==> config.mk <==
export PLATFORM = sky130hd
export DESIGN_NAME = ahb3lite_interconnect_slave_arbiter_flat
export DESIGN_NICKNAME = d
export VERILOG_FILES = /design/src/rtl/ahb3lite_pkg.sv /design/src/rtl/ahb3lite_interconnect_slave_arbiter_if.sv /design/src/rtl/ahb3lite_interconnect_rr_picker.sv /design/src/rtl/ahb3lite_interconnect_slave_arbiter.sv /design/src/flat_wrapper.sv
export SDC_FILE = /design/constraint.sdc
export NUM_CORES = 1
export LEC_CHECK = 0
export CAP_MARGIN = 20
export CELL_PAD_IN_SITES_DETAIL_PLACEMENT = 0
export CELL_PAD_IN_SITES_GLOBAL_PLACEMENT = 2
export CORE_MARGIN = 10
export CORE_UTILIZATION = 29
export DETAILED_ROUTE_END_ITERATION = 6
export PLACE_DENSITY = 0.86
export SKIP_LAST_GASP = 1
export SYNTH_ARGS = -nofsm -noshare
export SYNTH_HDL_FRONTEND = slang
export SYNTH_SLANG_ARGS = --single-unit
==> constraint.sdc <==
create_clock -name HCLK -period 5.8 [get_ports HCLK]
set_clock_uncertainty 0.15 [all_clocks]
set_input_delay 0.87 -clock HCLK [delete_from_list [all_inputs] [get_ports HCLK]]
set_output_delay 0.87 -clock HCLK [all_outputs]
set_load 0.01 [all_outputs]
==> src/rtl/ahb3lite_pkg.sv <==
// Shared AHB3-Lite constants and the slave-port arbiter state type.
package ahb3lite_pkg;

  localparam logic [1:0] HTRANS_IDLE   = 2'b00;
  localparam logic [1:0] HTRANS_BUSY   = 2'b01;
  localparam logic [1:0] HTRANS_NONSEQ = 2'b10;
  localparam logic [1:0] HTRANS_SEQ    = 2'b11;

  localparam logic [2:0] HBURST_SINGLE = 3'b000;
  localparam logic [2:0] HBURST_INCR   = 3'b001;
  localparam logic [2:0] HBURST_WRAP4  = 3'b010;
  localparam logic [2:0] HBURST_INCR4  = 3'b011;
  localparam logic [2:0] HBURST_WRAP8  = 3'b100;
  localparam logic [2:0] HBURST_INCR8  = 3'b101;
  localparam logic [2:0] HBURST_WRAP16 = 3'b110;
  localparam logic [2:0] HBURST_INCR16 = 3'b111;

  typedef enum logic [0:0] {
    ARB_IDLE  = 1'b0,
    ARB_OWNED = 1'b1
  } arb_state_t;

endpackage

==> src/rtl/ahb3lite_interconnect_slave_arbiter_if.sv <==
// Request/grant bundle between the master-port side of the switch and one slave arbiter.
interface ahb3lite_interconnect_slave_arbiter_if #(
  parameter int MASTERS = 3
);
  localparam int MASTER_BITS = (MASTERS > 1) ? $clog2(MASTERS) : 1;

  logic [MASTERS-1:0]                  mst_HSEL;
  logic [MASTERS-1:0][MASTER_BITS-1:0] mst_priority;
  logic [MASTERS-1:0]                  can_switch;
  logic                                slv_HREADY;
  logic [MASTERS-1:0]                  master_granted;
  logic [MASTER_BITS-1:0]              granted_master;
  logic [MASTER_BITS-1:0]              data_master;
  logic                                data_active;

  modport master (
    output mst_HSEL, mst_priority, can_switch, slv_HREADY,
    input  master_granted, granted_master, data_master, data_active
  );

  modport slave (
    input  mst_HSEL, mst_priority, can_switch, slv_HREADY,
    output master_granted, granted_master, data_master, data_active
  );

endinterface

==> src/rtl/ahb3lite_interconnect_rr_picker.sv <==
// Combinational winner select: highest key wins, ties go to the first index after rr_ptr.
module ahb3lite_interconnect_rr_picker #(
  parameter int MASTERS     = 3,
  parameter int MASTER_BITS = (MASTERS > 1) ? $clog2(MASTERS) : 1
) (
  input  logic [MASTERS-1:0]                  req,
  input  logic [MASTERS-1:0][MASTER_BITS-1:0] prio,
  input  logic [MASTER_BITS-1:0]              rr_ptr,
  input  logic [MASTERS-1:0]                  starving,
  output logic [MASTER_BITS-1:0]              winner,
  output logic                                valid
);

  always_comb begin
    logic [MASTER_BITS:0] best_key;
    logic [MASTER_BITS:0] key;
    int                   idx;
    winner   = '0;
    valid    = 1'b0;
    best_key = '0;
    key      = '0;
    idx      = 0;
    // Starving masters share one key so they rotate among themselves, ignoring priority.
    for (int k = 1; k <= MASTERS; k++) begin
      idx = (int'(rr_ptr) + k) % MASTERS;
      key = starving[idx] ? {1'b1, {MASTER_BITS{1'b0}}} : {1'b0, prio[idx]};
      if (req[idx] && (!valid || key > best_key)) begin
        valid    = 1'b1;
        best_key = key;
        winner   = MASTER_BITS'(idx);
      end
    end
  end

endmodule

==> src/rtl/ahb3lite_interconnect_slave_arbiter.sv <==
// Per-slave arbiter: priority + round-robin grant, switching only at can_switch boundaries.
// Optional starvation counters enabled by defining AHB3LITE_ARB_STARVE_EN.
module ahb3lite_interconnect_slave_arbiter
  import ahb3lite_pkg::*;
#(
  parameter int MASTERS     = 3,
  parameter int STARVE_BITS = 4
) (
  input  logic HCLK,
  input  logic HRESET,
  ahb3lite_interconnect_slave_arbiter_if.slave bus
);

  localparam int MASTER_BITS = (MASTERS > 1) ? $clog2(MASTERS) : 1;

  arb_state_t             state_q, state_d;
  logic [MASTERS-1:0]     grant_q, grant_d;
  logic [MASTER_BITS-1:0] owner_q, owner_d;
  logic [MASTER_BITS-1:0] rr_ptr_q, rr_ptr_d;
  logic [MASTER_BITS-1:0] data_master_q, data_master_d;
  logic                   data_active_q, data_active_d;
  logic [MASTER_BITS-1:0] winner;
  logic                   win_valid;
  logic [MASTERS-1:0]     starving;
  logic                   switch_ok;

  ahb3lite_interconnect_rr_picker #(
    .MASTERS    (MASTERS),
    .MASTER_BITS(MASTER_BITS)
  ) u_picker (
    .req     (bus.mst_HSEL),
    .prio    (bus.mst_priority),
    .rr_ptr  (rr_ptr_q),
    .starving(starving),
    .winner  (winner),
    .valid   (win_valid)
  );

  assign switch_ok = bus.slv_HREADY && win_valid &&
                     ((state_q == ARB_IDLE) || bus.can_switch[owner_q]);

  always_comb begin
    state_d       = state_q;
    grant_d       = grant_q;
    owner_d       = owner_q;
    rr_ptr_d      = rr_ptr_q;
    data_master_d = data_master_q;
    data_active_d = data_active_q;
    if (switch_ok) begin
      owner_d  = winner;
      grant_d  = MASTERS'(1) << winner;
      rr_ptr_d = winner;
    end
    // With HREADY low everything freezes, including the data-phase owner.
    if (bus.slv_HREADY) begin
      state_d       = bus.mst_HSEL[owner_d] ? ARB_OWNED : ARB_IDLE;
      data_master_d = owner_q;
      data_active_d = bus.mst_HSEL[owner_q];
    end
  end

  always_ff @(posedge HCLK or posedge HRESET) begin
    if (HRESET) begin
      state_q       <= ARB_IDLE;
      grant_q       <= MASTERS'(1);
      owner_q       <= '0;
      rr_ptr_q      <= '0;
      data_master_q <= '0;
      data_active_q <= 1'b0;
    end else begin
      state_q       <= state_d;
      grant_q       <= grant_d;
      owner_q       <= owner_d;
      rr_ptr_q      <= rr_ptr_d;
      data_master_q <= data_master_d;
      data_active_q <= data_active_d;
    end
  end

`ifdef AHB3LITE_ARB_STARVE_EN
  logic [MASTERS-1:0][STARVE_BITS-1:0] starve_cnt_q, starve_cnt_d;

  always_comb begin
    starve_cnt_d = starve_cnt_q;
    starving     = '0;
    for (int i = 0; i < MASTERS; i++) begin
      starving[i] = &starve_cnt_q[i];
      if (!bus.mst_HSEL[i] || (switch_ok && winner == MASTER_BITS'(i))) begin
        starve_cnt_d[i] = '0;
      end else if (switch_ok && owner_q != MASTER_BITS'(i) && !starving[i]) begin
        starve_cnt_d[i] = starve_cnt_q[i] + STARVE_BITS'(1);
      end
    end
  end

  always_ff @(posedge HCLK or posedge HRESET) begin
    if (HRESET) begin
      starve_cnt_q <= '0;
    end else begin
      starve_cnt_q <= starve_cnt_d;
    end
  end
`else
  assign starving = '0;
`endif

  assign bus.master_granted = grant_q;
  assign bus.granted_master = owner_q;
  assign bus.data_master    = data_master_q;
  assign bus.data_active    = data_active_q;

endmodule
==> src/flat_wrapper.sv <==
// flat-port wrapper written by rule: the top's interface ports become plain ports
module ahb3lite_interconnect_slave_arbiter_flat import ahb3lite_pkg::*;
#(
  parameter int MASTERS     = 3,
  parameter int STARVE_BITS = 4
)
  (HCLK, HRESET, bus_mst_HSEL, bus_mst_priority, bus_can_switch, bus_slv_HREADY, bus_master_granted, bus_granted_master, bus_data_master, bus_data_active);
  ahb3lite_interconnect_slave_arbiter_if #(.MASTERS(MASTERS)) bus_i ();
  input  logic HCLK;
  input  logic HRESET;
  input wire logic [$bits(bus_i.mst_HSEL)-1:0] bus_mst_HSEL;
  input wire logic [$bits(bus_i.mst_priority)-1:0] bus_mst_priority;
  input wire logic [$bits(bus_i.can_switch)-1:0] bus_can_switch;
  input wire logic [$bits(bus_i.slv_HREADY)-1:0] bus_slv_HREADY;
  output wire logic [$bits(bus_i.master_granted)-1:0] bus_master_granted;
  output wire logic [$bits(bus_i.granted_master)-1:0] bus_granted_master;
  output wire logic [$bits(bus_i.data_master)-1:0] bus_data_master;
  output wire logic [$bits(bus_i.data_active)-1:0] bus_data_active;
  assign bus_i.mst_HSEL = bus_mst_HSEL;
  assign bus_i.mst_priority = bus_mst_priority;
  assign bus_i.can_switch = bus_can_switch;
  assign bus_i.slv_HREADY = bus_slv_HREADY;
  assign bus_master_granted = bus_i.master_granted;
  assign bus_granted_master = bus_i.granted_master;
  assign bus_data_master = bus_i.data_master;
  assign bus_data_active = bus_i.data_active;
  ahb3lite_interconnect_slave_arbiter #(.MASTERS(MASTERS), .STARVE_BITS(STARVE_BITS)) u_core (.HCLK(HCLK), .HRESET(HRESET), .bus(bus_i));
endmodule
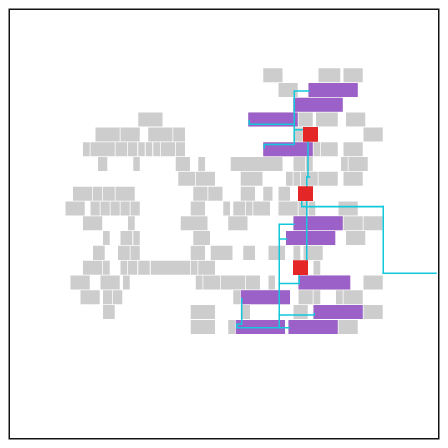
(clock distribution)
- red: clock-net drivers (count 3)
- cyan: clock wires (length 147 µm)
- purple: flip-flops (count 11)
- routed clock nets: 4
Clk network pwr share: 6.0%
Clock group: 0.0513 mW
worst-skew pair later-pin latency: 0.27 ns

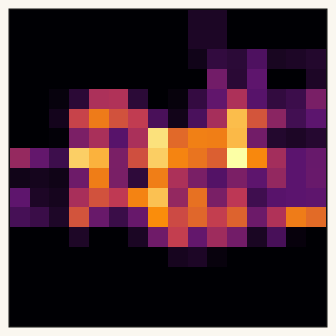
(wiring heat map)
16 x 16 tiles, from black (low) to pale yellow (high), scaled to the fullest tile. Values are wire area over tile area, all layers added.
- nearly empty tiles: 49%
- mean over tiles: 0.064
- emptiest ninth of the die: bottom left
- fullest tile: 0.36
- tiles over half the peak: 14%
Global Route Usage Sum: 8.02%
Post-Route WL: 2450 µm
wire per inst: 13.5 µm
vias: 915

==> results.json <==
{
  "outcome": "complete, no violations",
  "cpMaxStageDelayCell": "clkdlybuf4s50_1",
  "relSlewSlack_pct": 65.2,
  "ios": 23,
  "place.gp.congestion": 0.823,
  "arrival_ns": 5.23,
  "grt_max_degree": 16,
  "rsz0062_at_grt": "no",
  "avgSynthCellArea_um2": 8.74,
  "async_reset_ff_share_pct": 100,
  "min_path_type": "reg2reg",
  "placed_cell_area_um2": 1240,
  "cpPeakStageDelay_ns": 0.62,
  "synth_area_um2": 996,
  "mostFrequentLayoutCells": "clkdlybuf4s50_1 (22), nand2_1 (15), dfrtp_1 (10)",
  "antenna_found_initial": 0,
  "syn_inst": 114,
  "overflow": 0,
  "drc": 0,
  "io_buffers": 22,
  "lay_top_count": "clkdlybuf4s50_1",
  "cts_buffer_depth": 2,
  "post-route-min-period_ns": 5.20,
  "worstPathRequired_ns": 5.84,
  "cts_resized": 0,
  "p_comb_share_pct": 76.7,
  "grt_pass1_wl_um": 4160,
  "switching_share_pct": 49.5,
  "dp_cells": 177,
  "synthToLayoutAreaGrowth_pct": 27.6,
  "flop_cell": "dfrtp_1",
  "yosysUniqueCellTypes": 40,
  "ctsHtreeMaxLevel": 1,
  "clk_pin_slew_ns": 0.07,
  "cts_root_buf": "clkbuf_4",
  "cellLeakagePower_nw": 0.521
}
[synthesized netlist by cell type, types with 2 or more instances]
library cell,instances,area [µm²]
a211oi_1,2,15.0
mux2_2,2,22.5
nor2b_1,6,37.5
nor2_1,7,26.3
o221ai_1,2,17.5
buf_2,2,10.0
a21oi_1,7,35.0
nand2_1,15,56.3
inv_1,7,26.3
mux2i_1,7,70.1
ha_1,7,87.6
a31oi_1,3,18.8
o21ai_0,7,35.0
o21a_1,3,22.5
dfrtp_1,10,250
o21ai_2,2,17.5
a21boi_0,2,15.0
[power by group through the flow]
stage               combinational, mW  clock (mW)  sequential, mW
floorplan                       0.494           0           0.151
global route                    0.734      0.0569           0.154
detailed placement              0.654           0           0.148
CTS                             0.657      0.0527           0.147
finish                          0.652      0.0513           0.147
global placement                0.642           0           0.147
[critical path: cells and delay by family]
family,cells,cell delay [ns]
AND-OR/OR-AND,11,2.67
buffers and inverters,2,0.72
AND/OR/NAND/NOR,3,0.30
multiplexers,1,0.17
adder cells (fa/ha/maj),2,0.47
[kinds of logic (layout without fill, tap and decap cells)]
kind of cell | Yosys count | in the layout | share of synthesized area, %
AND-OR/OR-AND | 41 | 41 | 31.7
adder cells (fa/ha/maj) | 7 | 7 | 8.79
buffers and inverters | 12 | 33 | 5.65
flip-flops | 11 | 11 | 27.8
multiplexers | 10 | 10 | 10.7
AND/OR/NAND/NOR | 33 | 33 | 15.5
[state kept, by name (all words and copies together), names as in the netlist]
register / flops
u_core.bus.data_active: 1
u_core.bus.data_master: 2
u_core.bus.granted_master: 2
u_core.bus.master_granted: 3
u_core.rr_ptr_q: 2
u_core.state_q: 1
[worst paths after layout]
| check | start | slack, ns | endpoint | depth (start not counted) |
|---|---|---|---|---|
| max in group asynchronous | HRESET | 4.43 | u_core.bus.master_granted[0]$_DFFE_PP1P_ | 2 |
| setup reg to reg | u_core.rr_ptr_q[0]$_DFFE_PP0P_ | 0.77 | u_core.state_q$_DFFE_PP0P_ | 20 |
| hold reg to reg | u_core.bus.master_granted[0]$_DFFE_PP1P_ | 0.33 | u_core.bus.master_granted[0]$_DFFE_PP1P_ | 2 |
| setup / recovery | bus_mst_HSEL[1] | 0.60 | u_core.state_q$_DFFE_PP0P_ | 19 |
| min in group asynchronous | HRESET | 0.75 | u_core.rr_ptr_q[1]$_DFFE_PP0P_ | 2 |
| hold / removal | u_core.bus.master_granted[0]$_DFFE_PP1P_ | 0.33 | u_core.bus.master_granted[0]$_DFFE_PP1P_ | 2 |
[layer usage]
layer	track usage [%]	vias up	part of all wire [%]
li1	-	465	-
met1	9.33	410	50
met2	13.1	32	41
met3	2.05	8	6.0
met4	4.48	0	2.5
met5	0	-	0
[area by class of cell]
| class | instances | area (µm²) |
|---|---|---|
| Fill cell | 345 | 2070 |
| Clock inverter | 1 | 5.00 |
| Tap cell | 46 | 57.6 |
| Inverter | 7 | 26.3 |
| Timing Repair Buffer | 22 | 220 |
| Sequential cell | 11 | 277 |
| Clock buffer | 3 | 22.5 |
| Multi-Input combinational cell | 91 | 663 |
Power figures rest on the tool's default switching activity, not on a simulated workload.
